===== src/rtl/ex_mem_skid_stage.sv =====
// EX->MEM pipeline register with a two-entry skid buffer.
// Upstream ready is registered; downstream sees the main slot.
module ex_mem_skid_stage #(
  parameter int LANES  = 8,
  parameter int DATA_W = 32,
  parameter int PC_W   = 16,
  parameter int ADDR_W = 5
) (
  input  logic                    clk,
  input  logic                    rst_n,
  input  logic                    in_valid,
  output logic                    in_ready,
  output logic                    out_valid,
  input  logic                    out_ready,
  input  logic                    flush,
  input  logic                    in_reg_write,
  input  logic                    in_vreg_write,
  input  logic                    in_mem_to_reg,
  input  logic                    in_branch,
  input  logic                    in_zero,
  input  logic                    in_mem_read_n,
  input  logic                    in_mem_write_n,
  input  logic [PC_W-1:0]         in_pc,
  input  logic [ADDR_W-1:0]       in_wr_addr,
  input  logic [DATA_W-1:0]       in_alu,
  input  logic [DATA_W-1:0]       in_store,
  input  logic [DATA_W-1:0]       in_rs2,
  input  logic [LANES-1:0]        in_vmask,
  input  logic [LANES*DATA_W-1:0] in_valu,
  output logic                    out_reg_write,
  output logic                    out_vreg_write,
  output logic                    out_mem_to_reg,
  output logic                    out_branch,
  output logic                    out_zero,
  output logic                    out_mem_read_n,
  output logic                    out_mem_write_n,
  output logic [PC_W-1:0]         out_pc,
  output logic [ADDR_W-1:0]       out_wr_addr,
  output logic [DATA_W-1:0]       out_alu,
  output logic [DATA_W-1:0]       out_store,
  output logic [DATA_W-1:0]       out_rs2,
  output logic [LANES-1:0]        out_vmask,
  output logic [LANES*DATA_W-1:0] out_valu,
  output logic [1:0]              occupancy,
  output logic [15:0]             stall_cycles
);

  typedef struct packed {
    logic                    reg_write;
    logic                    vreg_write;
    logic                    mem_to_reg;
    logic                    branch;
    logic                    zero;
    logic                    mem_read_n;
    logic                    mem_write_n;
    logic [PC_W-1:0]         pc;
    logic [ADDR_W-1:0]       wr_addr;
    logic [DATA_W-1:0]       alu;
    logic [DATA_W-1:0]       store;
    logic [DATA_W-1:0]       rs2;
    logic [LANES-1:0]        vmask;
    logic [LANES*DATA_W-1:0] valu;
  } entry_t;

  function automatic entry_t rst_entry();
    entry_t e;
    e = '0;
    e.mem_read_n  = 1'b1;
    e.mem_write_n = 1'b1;
    return e;
  endfunction

  entry_t      main_q;
  entry_t      skid_q;
  entry_t      in_entry;
  logic        main_valid;
  logic        skid_valid;
  logic        in_ready_q;
  logic        in_xfer;
  logic        out_xfer;
  logic [15:0] stall_q;

  assign in_xfer  = in_valid && in_ready_q;
  assign out_xfer = main_valid && out_ready;

  // Capture the incoming bundle, zeroing lanes not enabled by vmask.
  always_comb begin
    in_entry             = '0;
    in_entry.reg_write   = in_reg_write;
    in_entry.vreg_write  = in_vreg_write && (in_vmask != '0);
    in_entry.mem_to_reg  = in_mem_to_reg;
    in_entry.branch      = in_branch;
    in_entry.zero        = in_zero;
    in_entry.mem_read_n  = in_mem_read_n;
    in_entry.mem_write_n = in_mem_write_n;
    in_entry.pc          = in_pc;
    in_entry.wr_addr     = in_wr_addr;
    in_entry.alu         = in_alu;
    in_entry.store       = in_store;
    in_entry.rs2         = in_rs2;
    in_entry.vmask       = in_vmask;
    for (int i = 0; i < LANES; i++) begin
      in_entry.valu[i*DATA_W +: DATA_W] =
        in_vmask[i] ? in_valu[i*DATA_W +: DATA_W] : '0;
    end
  end

  // Slot occupancy and data movement; flush drops everything.
  always_ff @(posedge clk) begin
    if (!rst_n) begin
      main_valid <= 1'b0;
      skid_valid <= 1'b0;
      in_ready_q <= 1'b1;
      main_q     <= rst_entry();
      skid_q     <= rst_entry();
    end else if (flush) begin
      main_valid <= 1'b0;
      skid_valid <= 1'b0;
      in_ready_q <= 1'b1;
    end else if (!main_valid) begin
      if (in_xfer) begin
        main_q     <= in_entry;
        main_valid <= 1'b1;
      end
    end else if (out_xfer) begin
      if (skid_valid) begin
        main_q     <= skid_q;
        skid_valid <= 1'b0;
        in_ready_q <= 1'b1;
      end else if (in_xfer) begin
        main_q <= in_entry;
      end else begin
        main_valid <= 1'b0;
      end
    end else if (in_xfer) begin
      skid_q     <= in_entry;
      skid_valid <= 1'b1;
      in_ready_q <= 1'b0;
    end
  end

  // Count backpressured cycles, saturating; flush does not touch it.
  always_ff @(posedge clk) begin
    if (!rst_n) begin
      stall_q <= '0;
    end else if (main_valid && !out_ready && stall_q != 16'hFFFF) begin
      stall_q <= stall_q + 16'd1;
    end
  end

  assign in_ready        = in_ready_q;
  assign out_valid       = main_valid;
  assign occupancy       = {1'b0, main_valid} + {1'b0, skid_valid};
  assign stall_cycles    = stall_q;
  assign out_reg_write   = main_valid && main_q.reg_write;
  assign out_vreg_write  = main_valid && main_q.vreg_write;
  assign out_branch      = main_valid && main_q.branch;
  assign out_mem_read_n  = !main_valid || main_q.mem_read_n;
  assign out_mem_write_n = !main_valid || main_q.mem_write_n;
  assign out_vmask       = main_valid ? main_q.vmask : '0;
  assign out_mem_to_reg  = main_q.mem_to_reg;
  assign out_zero        = main_q.zero;
  assign out_pc          = main_q.pc;
  assign out_wr_addr     = main_q.wr_addr;
  assign out_alu         = main_q.alu;
  assign out_store       = main_q.store;
  assign out_rs2         = main_q.rs2;
  assign out_valu        = main_q.valu;

endmodule


===== config.mk =====
export PLATFORM = sky130hd
export DESIGN_NAME = ex_mem_skid_stage
export DESIGN_NICKNAME = d
export VERILOG_FILES = /design/src/rtl/ex_mem_skid_stage.sv
export SDC_FILE = /design/constraint.sdc
export NUM_CORES = 2
export LEC_CHECK = 0
export CAP_MARGIN = 20
export CORE_MARGIN = 3
export CORE_UTILIZATION = 25
export CTS_BUF_LIST = sky130_fd_sc_hd__clkbuf_8
export DETAILED_ROUTE_END_ITERATION = 10
export PLACE_DENSITY_LB_ADDON = 0.25
export RECOVER_POWER = 25
export SLEW_MARGIN = 0
export SYNTH_ARGS = -nofsm -noshare
export SYNTH_HDL_FRONTEND = slang
export SYNTH_SLANG_ARGS = --single-unit

===== constraint.sdc =====
create_clock -name clk -period 3.4 [get_ports clk]
set_clock_uncertainty 0.1 [all_clocks]
set_input_delay 0.51 -clock clk [delete_from_list [all_inputs] [get_ports clk]]
set_output_delay 0.51 -clock clk [all_outputs]
set_load 0.1 [all_outputs]

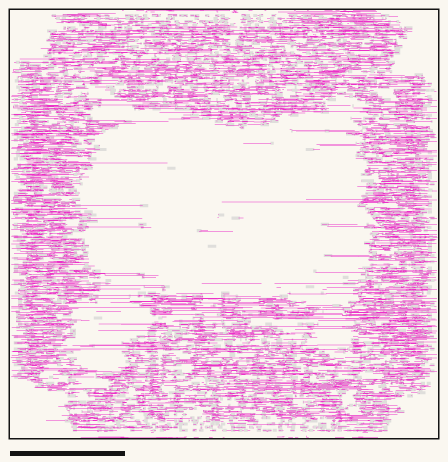
Fig. 1. The metal 1 layer.
Bar = 100 um. Cells faint in the background.
main direction: horizontal
longest straight run: 124 um
nets with wire on the layer: 4578
share of all routed wire: 43%
wire length on this layer: 56.9 mm
met1 demand-to-capacity share in global routing: 22.4%
DRT Wirelength: 132000 um
routed vias: 30900

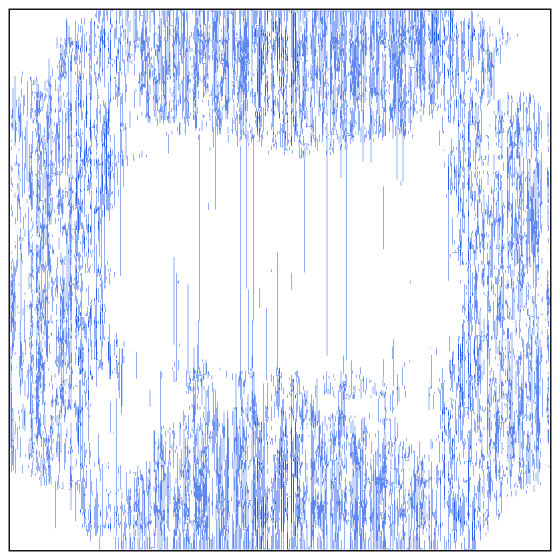
Fig. 2. Signal wires on met2.
main direction: vertical
share of all routed wire: 48%
longest straight run: 175 um
wire length on this layer: 63.6 mm
nets with wire on the layer: 3958
GRT met2 Usage: 30.2%

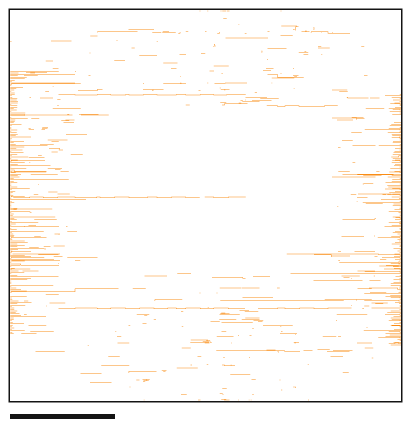
Fig. 3. The metal 3 layer.
Bar = 100 um.
nets with wire on the layer: 510
share of all routed wire: 5.9%
longest straight run: 118 um
wire length on this layer: 7800 um
main direction: horizontal
global routing met3 resource utilization: 4.66%

==> summary.txt <==
Purpose: to document the outcome of synthesis and place and route.

Die
The initial core utilization is 25.2%. The report lists the number of standard-cell rows as 134. From bottom edge to top edge, the die measures 373 um. The die boundary width is 373 um. The die covers 139000 sq um.

Worst setup path
The nature of the critical path endpoint is a flip-flop. The endpoint of the worst setup timing path is skid_q[346]$_SDFFE_PN0P_. Along the worst path, the maximum fanout reaches 67. The capture point of the worst reg-to-reg path is skid_q[37]$_SDFFE_PN0P_. For flop-to-flop paths, the worst setup slack is 0.59 ns. In this run the number of cells on the critical path is 6. The worst register-to-register path begins at out_valid$_SDFF_PP0_. In this run the critical path is formed by dlygate4sd3_1, clkbuf_2, inv_8, buf_12, buf_4, a21oi_1. The worst stage delay on the critical path is 0.93 ns.

The required time at the worst endpoint is listed as 3.98 ns. The worst setup path is of the input pin to flip-flop kind. STA classifies the critical path startpoint as an input pin.

Synthesis
The multiplexer fraction of the synthesized cell area is 0.119%. The share of Yosys cell area claimed by the top area cell type is 47.2%. The share of synthesized area occupied by flip-flops and latches is 47.2%. In the synthesized netlist, the cells that appear most often are sky130_fd_sc_hd__dfxtp_1 (795), sky130_fd_sc_hd__nand2_1 (788), sky130_fd_sc_hd__a21oi_1 (780). The largest total area in the synthesized netlist belongs to sky130_fd_sc_hd__dfxtp_1. The main area contributors are sky130_fd_sc_hd__dfxtp_1 (47%), sky130_fd_sc_hd__a21oi_1 (12%), sky130_fd_sc_hd__nand2_1 (8.8%). At floorplan, the net count of the design was reported as 4626. The register bit count reported by yosys is 795. The xor and xnor area share after synthesis is 0.0519%.

The synthesis report gives the async set-or-reset register share as 0%. The instance tally after logic synthesis is 4231. The cell-mix breakdown from Yosys lists the compound-gate area share as 25.0%. The arithmetic-cell share of the synthesized area counting full adders, half adders and majority gates is 0.0742%. The leading register cell type out of synthesis is sky130_fd_sc_hd__dfxtp_1. The main kind of combinational logic by area is AND-OR/OR-AND gates.

The chip area line of the yosys report is 33700 sq um. The count of flip-flops with a built-in enable after synthesis is 0.

Detailed routing
The DRC violation count after routing is 0. The highest metal layer with signal wires is met5. The routed design shows a via density per instance of 4.80.

The detailed-route wire length per cell is 20.5 um. The first routing iteration left 1985 violations. The count of nets left with antenna violations after detail routing is 0.

Power
Per report_power, the clock group accounts for 38.8% of the total. The power per cell area is 554 nW/um^2. The final power report lists total power as 0.0238 W. Summed over all nets, the switching power comes to 0.00797 W. Combinational cells consume a total of 0.00471 W. In the power breakdown, the internal column shows 0.0159 W. The clock network power reported by the tool is 0.00924 W. The top power consumer group is sequential cells. Summed over all cells, the static leakage comes to 15.1 nW. Combinational cells account for 19.8% of the total power.

Flow run
The total number of warnings across the stage logs is 41. The number of maximum-capacitance violations is 3.

Layout
The synthesis-to-layout area growth is 27.7%. The area occupied by multi-input gates is 13500 sq um. The library cells used most frequently in the layout, excluding fill and tap cells, are sky130_fd_sc_hd__dfxtp_1 (795), sky130_fd_sc_hd__nand2_1 (787), sky130_fd_sc_hd__a21oi_1 (780), sky130_fd_sc_hd__clkdlybuf4s50_1 (641). The number of logic gates is 2687. The register area is 15900 sq um. The clock buffer count is 178. The number of inserted diodes is 12.

The most frequently placed logic cell in the final layout is sky130_fd_sc_hd__dfxtp_1. The finished layout reports a core utilization of 32.2%. The register containing the most flip-flops in the final layout is skid_q. The area-dominant cell class after layout is flip-flops and latches. The non-filler instance count after layout is 6432. After routing the design area is 43100 sq um. The register with the most flip-flops in the layout has 388 of them. In the final layout, excluding clock inverters the inverter count is 4.

Clocking
The buffers inserted during post-CTS setup optimization is 0. Looking at the worst setup and hold paths, the clock pins of their registers show a slew of 0.06 ns. Gates resized during post-CTS repair numbered 0. No sink is reached through more buffers than the 3 on the longest clock path. The CTS tree is done.

Min path
The worst min-delay path class is input pin to flip-flop. The start point of the worst min-delay path is in_alu[24]. The hold-critical path depth is 3.

Status
The run finished, with violations left. The checks that failed: capacitance limit, slew limit.

STA
Looking at the max-slew report, the worst-margin pin has a slew of 1.71 ns. The number of pins with negative max-slew slack in the final report is 66. The worst hold slack is 0.145 ns.

Endpoints failing hold in the final report were tallied at 0. The ratio of final minimum period to clock period is 91.6%. The final timing report counts setup violations totalling 0. The worst path in the final design needs a cycle of 3.11 ns, including I/O delays and setup.

Setup repair after global routing left no endpoint under its margin. The max-slew headroom at the worst pin is -14.0%.

GRT
Entering global routing, the biggest net connects 144 pins. In this run the most used layer during global routing was met2. Overall routing resource usage recorded by global route was 18.0%. The initial antenna violation count came to 17. The wire length of the first global-routing pass is 196000 um. The number of global-route vias before repair is 30000.

Placed design
The number of instances in the placed design is 6160. Once placement finished, the instance area stood at 40600 sq um. The worst slack at placement is 0.510 ns. The placed wire-length estimate after detailed placement is 86000 um. The tally of buffers added on design ports is 800.
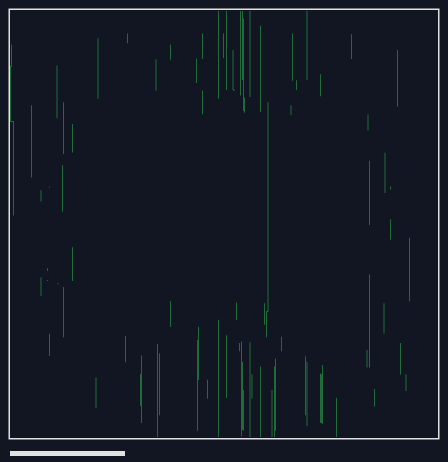
Fig. 4. Metal 4.
Bar = 100 um.
nets with wire on the layer: 57
share of all routed wire: 2.6%

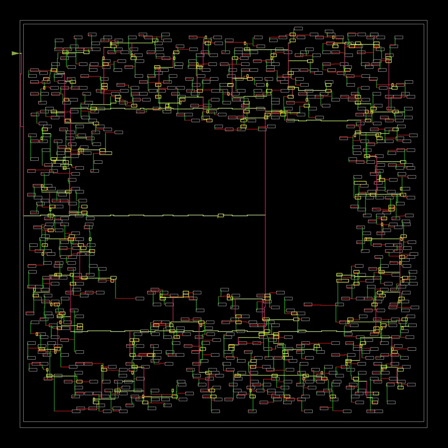
Fig. 5. Clock wiring as the flow saved it.
cts bufs inserted: 149
Latency at later pin: 0.84 ns
Seq cells: 795

Power figures rest on the tool's default switching activity, not on a simulated workload.
